Figure 1. Cell sizes after repair (run 1).
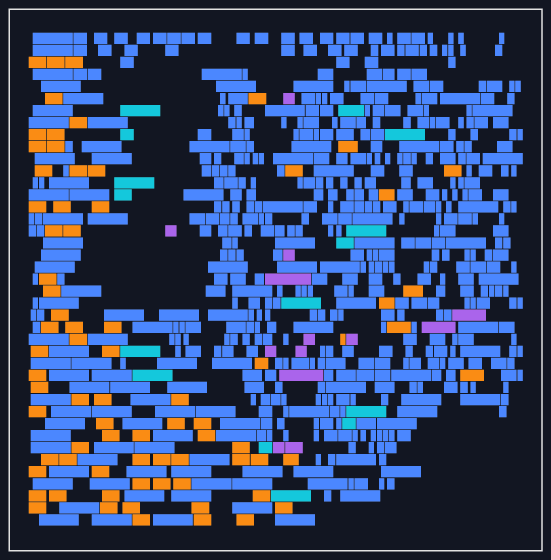
Figure 2. Routing congestion map (run 1).
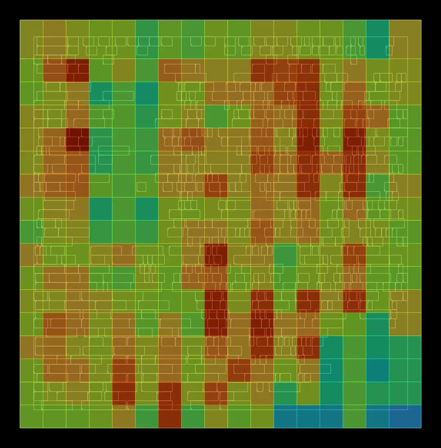
Figure 3. M3 wires (run 1).
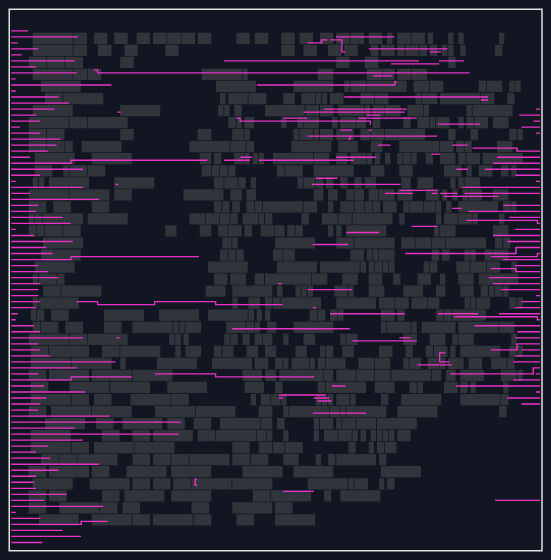
Figure 4. Clock wires, drivers and flops (run 1).
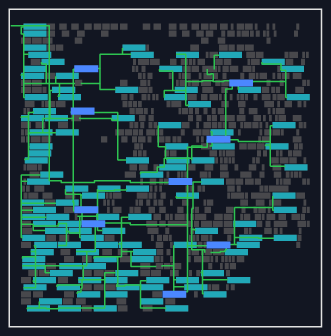
--- src/rtl/dm_arb_pkg.sv ---
// dm_arb_pkg: shared state encoding, address step and burst-length clamp for the DM arbiter.
package dm_arb_pkg;
  typedef enum logic {IDLE, BURST} state_t;
  localparam int ADDR_STEP = 4;
  function automatic logic [3:0] clamp_len(input logic [3:0] len, input logic [3:0] bmax);
    return (len == 4'd0) ? 4'd1 : (len > bmax) ? bmax : len;
  endfunction
endpackage

--- src/rtl/sat_wait_counter.sv ---
// sat_wait_counter: saturating wait counter with clear priority and a saturation flag.
module sat_wait_counter #(
  parameter int MAX = 4
) (
  input  logic clk,
  input  logic reset,
  input  logic inc,
  input  logic clr,
  output logic sat
);
  logic [3:0] cnt;
  assign sat = cnt == 4'(MAX);
  always_ff @(posedge clk or negedge reset)
    if (!reset) cnt <= '0;
    else if (clr) cnt <= '0;
    else if (inc && !sat) cnt <= cnt + 4'd1;
endmodule

--- src/rtl/dm_access_arbiter.sv ---
// dm_access_arbiter: single-port DM arbitration between the CPU MEM stage and a burst DMA engine.
module dm_access_arbiter
  import dm_arb_pkg::*;
#(
  parameter int ADDR_W    = 32,
  parameter int DATA_W    = 32,
  parameter int MAX_WAIT  = 4,
  parameter int BURST_MAX = 8
) (
  input  logic              clk,
  input  logic              reset,
  input  logic              c_req,
  input  logic              c_we,
  input  logic [ADDR_W-1:0] c_addr,
  input  logic [DATA_W-1:0] c_wdata,
  output logic              c_gnt,
  output logic              c_stall,
  output logic [DATA_W-1:0] c_rdata,
  output logic              c_rvalid,
  input  logic              d_req,
  input  logic              d_we,
  input  logic [ADDR_W-1:0] d_addr,
  input  logic [3:0]        d_len,
  input  logic [DATA_W-1:0] d_wdata,
  output logic              d_gnt,
  output logic              d_done,
  output logic [DATA_W-1:0] d_rdata,
  output logic              d_rvalid,
  output logic              m_en,
  output logic              m_we,
  output logic [ADDR_W-1:0] m_addr,
  output logic [DATA_W-1:0] m_wdata,
  input  logic [DATA_W-1:0] m_rdata
);
  state_t state;
  logic [3:0] remaining, beats;
  logic [ADDR_W-1:0] burst_addr;
  logic burst_we, cpu_sat, dma_sat, idle;
  assign idle = state == IDLE;
  assign beats = clamp_len(d_len, 4'(BURST_MAX));
  // A CPU grant inside a burst only happens once the CPU has starved; dropping d_req aborts with no grant.
  always_comb begin
    c_gnt   = reset & c_req & (idle ? ~(d_req & dma_sat) : d_req & cpu_sat);
    d_gnt   = reset & d_req & ~c_gnt;
    d_done  = d_gnt & ((idle ? beats : remaining) == 4'd1);
    c_stall = c_req & ~c_gnt;
    m_en    = c_gnt | d_gnt;
    m_we    = c_gnt ? c_we : d_gnt ? (idle ? d_we : burst_we) : 1'b0;
    m_addr  = c_gnt ? c_addr : d_gnt ? (idle ? d_addr : burst_addr) : '0;
    m_wdata = c_gnt ? c_wdata : d_gnt ? d_wdata : '0;
  end
  sat_wait_counter #(.MAX(MAX_WAIT)) u_cpu_wait (
    .clk(clk), .reset(reset), .inc(c_req & ~c_gnt), .clr(~c_req | c_gnt), .sat(cpu_sat)
  );
  sat_wait_counter #(.MAX(MAX_WAIT)) u_dma_wait (
    .clk(clk), .reset(reset), .inc(idle & d_req & ~d_gnt), .clr(~d_req | d_gnt), .sat(dma_sat)
  );
  always_ff @(posedge clk or negedge reset)
    if (!reset) begin
      state      <= IDLE;
      remaining  <= '0;
      burst_addr <= '0;
      burst_we   <= 1'b0;
    end else if (idle) begin
      if (d_gnt && beats != 4'd1) begin
        state      <= BURST;
        remaining  <= beats - 4'd1;
        burst_addr <= d_addr + ADDR_W'(ADDR_STEP);
        burst_we   <= d_we;
      end
    end else if (!d_req) begin
      state <= IDLE;
    end else if (d_gnt) begin
      burst_addr <= burst_addr + ADDR_W'(ADDR_STEP);
      remaining  <= remaining - 4'd1;
      if (remaining == 4'd1) state <= IDLE;
    end
  always_ff @(posedge clk or negedge reset)
    if (!reset) begin
      c_rvalid <= 1'b0;
      d_rvalid <= 1'b0;
      c_rdata  <= '0;
      d_rdata  <= '0;
    end else begin
      c_rvalid <= c_gnt & ~c_we;
      d_rvalid <= d_gnt & ~m_we;
      if (c_gnt && !c_we) c_rdata <= m_rdata;
      if (d_gnt && !m_we) d_rdata <= m_rdata;
    end
endmodule

--- config.mk ---
export PLATFORM = sky130hd
export DESIGN_NAME = dm_access_arbiter
export DESIGN_NICKNAME = d
export VERILOG_FILES = /design/src/rtl/dm_arb_pkg.sv /design/src/rtl/sat_wait_counter.sv /design/src/rtl/dm_access_arbiter.sv
export SDC_FILE = /design/constraint.sdc
export NUM_CORES = 1
export LEC_CHECK = 0
export CAP_MARGIN = 20
export CORE_AREA = 4 4 116 118
export DETAILED_ROUTE_END_ITERATION = 8
export DIE_AREA = 0 0 120 122
export DONT_BUFFER_PORTS = 1
export MAX_ROUTING_LAYER = met4
export PLACE_DENSITY = 0.72
export SLEW_MARGIN = 5
export SYNTH_ARGS = -nofsm -noshare
export SYNTH_HDL_FRONTEND = slang
export SYNTH_SLANG_ARGS = --single-unit
--- constraint.sdc ---
create_clock -name clk -period 6.1 [get_ports clk]
set_clock_uncertainty 0.05 [all_clocks]
set_input_delay 0.915 -clock clk [delete_from_list [all_inputs] [get_ports clk]]
set_output_delay 0.915 -clock clk [all_outputs]
set_load 0.01 [all_outputs]
==> flow_summary_export.csv, run 1 <==
group,metric,value,unit
final_layout,area_growth,6.655,%
final_layout,reg.largest.list,"burst_addr: 32 flops, c_rdata: 32 flops, d_rdata: 32 flops",
critical_path,max_stage_delay,0.76,ns
power,powerDensity,336.9,nW/um^2
final_layout,n_all_buffers,8,
run_status,status,"finished, final reports clean",
floorplan,rows,41,
final_layout,inverters,13,
place,numPortBuffers,0,
synthesis,ys_seq_share,41.99,%
flow_run,warning_count,32,
power,peakVddDrop,0.0002307,V
critical_path,r2r-start,"state",
place,hpwl,14820,microns
flow_run,cap_viol_max_count,0,
final_layout,comb_share,51.89,%
final_layout,ff_count,112,
clocking,cts_buffers,9,
sta,hold_slack,0.2016,ns
synthesis,topCellsByArea,"dfrtp_1 (42%), mux2_2 (11%), mux2i_1 (6.3%), nand2_1 (5.3%), a22o_1 (4.6%)",
sta,grt_setup_unrepaired,"false",
critical_path,critPathKind,"flip-flop to output pin",
route,drcViolationCount,0,
power,total_power,2.398,mW
grt,antenna_found_initial,0,
clocking,cts_buffer_depth,2,
clocking,cts_hold_buffers,0,
## Picture notes: Figure 1
Key: x6 and larger = cyan [cells 15, share 2.3%]; x2 = orange [cells 76, share 11%]; x3 and x4 = purple [cells 13, share 2.0%]; x1 and smaller = blue [cells 558, share 84%]

## Picture notes: Figure 2
routed len/inst: 23.80 microns
GRT met2 Usage: 41.38%

## Picture notes: Figure 3
The wires run mostly horizontal. The layer holds 10% of the routed length. The layer carries 2060 microns of wire. The longest straight run is 84.0 microns. 176 nets have wire on it.

## Picture notes: Figure 4
Key: flip-flops = cyan [count 112]; clock wires = green [length 1410 microns]; clock-net drivers = blue [count 9]
Position of the flops: all over the die. There are 10 routed clock nets.

-- run 1: cells by family (layout without fill, tap and decap cells) --
kind of cell / after synthesis / count (layout) / synth area share, %
simple gates: 205 / 205 / 14.96
compound gates: 158 / 158 / 16.46
flops: 112 / 112 / 41.99
mux: 109 / 109 / 17.60
buf+inv: 53 / 37 / 3.093
xor+xnor: 32 / 32 / 4.199
fa+ha+maj: 9 / 9 / 1.687
-- run 1: per-layer routing --
metal  track usage [%]  vias to the layer above  part of all wire, %
met3             8.867                       18                   10
met2             41.38                      259                   47
met5                 -                        -                    0
li1                  -                     2443                    -
met1             36.37                     2653                   41
met4             6.943                        0                  1.2
-- run 1: power by group --
part,internal [mW],switching (mW)
sequential,0.964,0.295
combinational,0.271,0.275
clock,0.292,0.301
total,1.53,0.871
## Run 2: what changed since run 1
--- a/config.mk
+++ b/config.mk
@@ -11,7 +11,7 @@
 export DIE_AREA = 0 0 120 122
 export DONT_BUFFER_PORTS = 1
 export MAX_ROUTING_LAYER = met4
-export PLACE_DENSITY = 0.72
+export PLACE_DENSITY = 0.75
 export SLEW_MARGIN = 5
 export SYNTH_ARGS = -nofsm -noshare
 export SYNTH_HDL_FRONTEND = slang
==> constraint.sdc (replaced) <==
create_clock -name clk -period 3.5 [get_ports clk]
set_clock_uncertainty 0.05 [all_clocks]
set_input_delay 0.525 -clock clk [delete_from_list [all_inputs] [get_ports clk]]
set_output_delay 0.525 -clock clk [all_outputs]
set_load 0.01 [all_outputs]
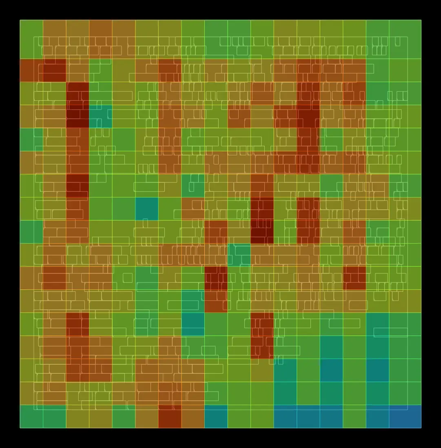
Figure 5: run 2, routing congestion map.
Global Route Usage Sum: 26.94%
routed len/inst: 23.34 microns
GR peak layer: met2
GR Util met3: 10.91%

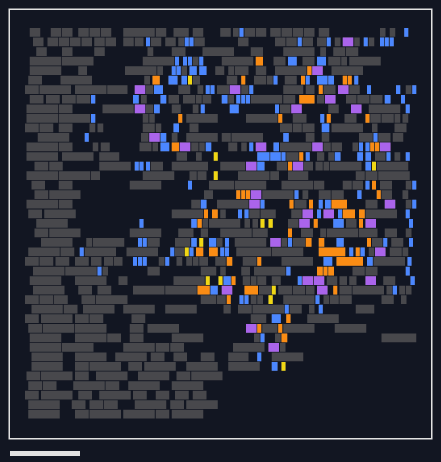
Figure 6: run 2, gate-type map.
Bar = 20 microns.
Key: xor and xnor cells = purple [cells 32, most used xnor2_1]; nor cells = orange [cells 56, most used nor2_1]; nand cells = blue [cells 136, most used nand2_1]; inv cells = yellow [cells 13, most used inv_1, where centre]

==> flow_summary_export.csv, run 2 <==
group,metric,value,unit
run_status,status,"finished, final reports clean",
synthesis,xor_share,4.199,%
synthesis,ys_sh_aoi,16.46,%
synthesis,ys_sh_adder,1.687,%
clocking,cts_buffers,9,
critical_path,critPathKind,"flip-flop to output pin",
power,peakVddDrop,0.0004515,V
final_layout,n_all_buffers,22,
final_layout,comb_share,50.57,%
flow_run,cap_viol_max_count,0,
power,total_power,4.283,mW
place,numPortBuffers,0,
final_layout,inverters,13,
power,power_frac_clock,25.4,%
power,p_seq_share,51.0,%
sta,hold_slack,0.04312,ns
grt,antenna_found_initial,1,
critical_path,r2r-start,"state",
power,pwr-share-comb,23.6,%
power,internal_power,2.696,mW
flow_run,warning_count,32,
final_layout,ff_count,112,
synthesis,ys_seq_share,41.99,%
power,seq_power,2.18,mW
route,drcViolationCount,0,
synthesis,ys_sh_simple,14.96,%
synthesis,logic_family,"multiplexers",
final_layout,reg.largest.list,"burst_addr: 32 flops, c_rdata: 32 flops, d_rdata: 32 flops",
clocking,cts_buffer_depth,2,
power,clk-power,1.09,mW
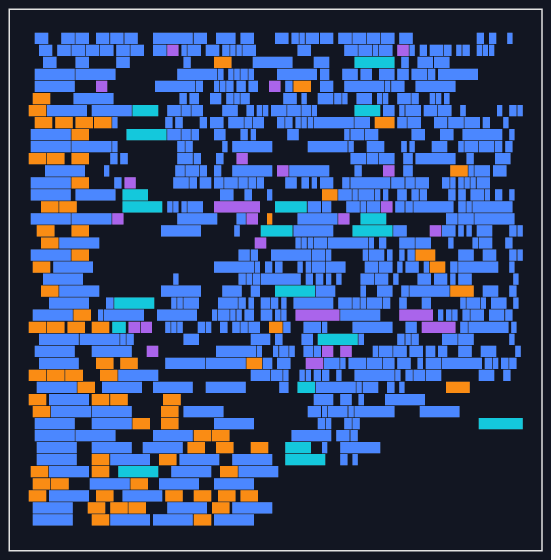
Figure 7: run 2, cell sizes after repair.
Key: x6 and larger = cyan [cells 19, share 2.8%]; x1 and smaller = blue [cells 557, share 82%]; x2 = orange [cells 76, share 11%]; x3 and x4 = purple [cells 24, share 3.6%]

==> run 2: cell counts after synthesis <==
Identical to the previous run, type by type.
==> run 2: metal layers <==
| metal | track usage (%) | routed length [microns] | vias up |
|---|---|---|---|
| li1 | - | - | 2465 |
| met1 | 34.94 | 8097 | 2703 |
| met2 | 39.34 | 9023 | 316 |
| met3 | 10.91 | 2441 | 22 |
| met4 | 7.301 | 255 | 0 |
| met5 | - | 0 | - |
==> run 2: worst max-delay path by stage <==
stage	from	endpoint	slack [ns]	cells after the start
floorplan	state	burst_addr[26]	0.36	11
global placement	state	burst_addr[26]	0.56	9
detailed placement	state	burst_addr[24]	0.40	9
CTS	state	m_wdata[22]	0.17	6
global route	state	m_wdata[22]	0.02	6
finish	state	m_wdata[22]	0.17	6
Power figures rest on the tool's default switching activity, not on a simulated workload.
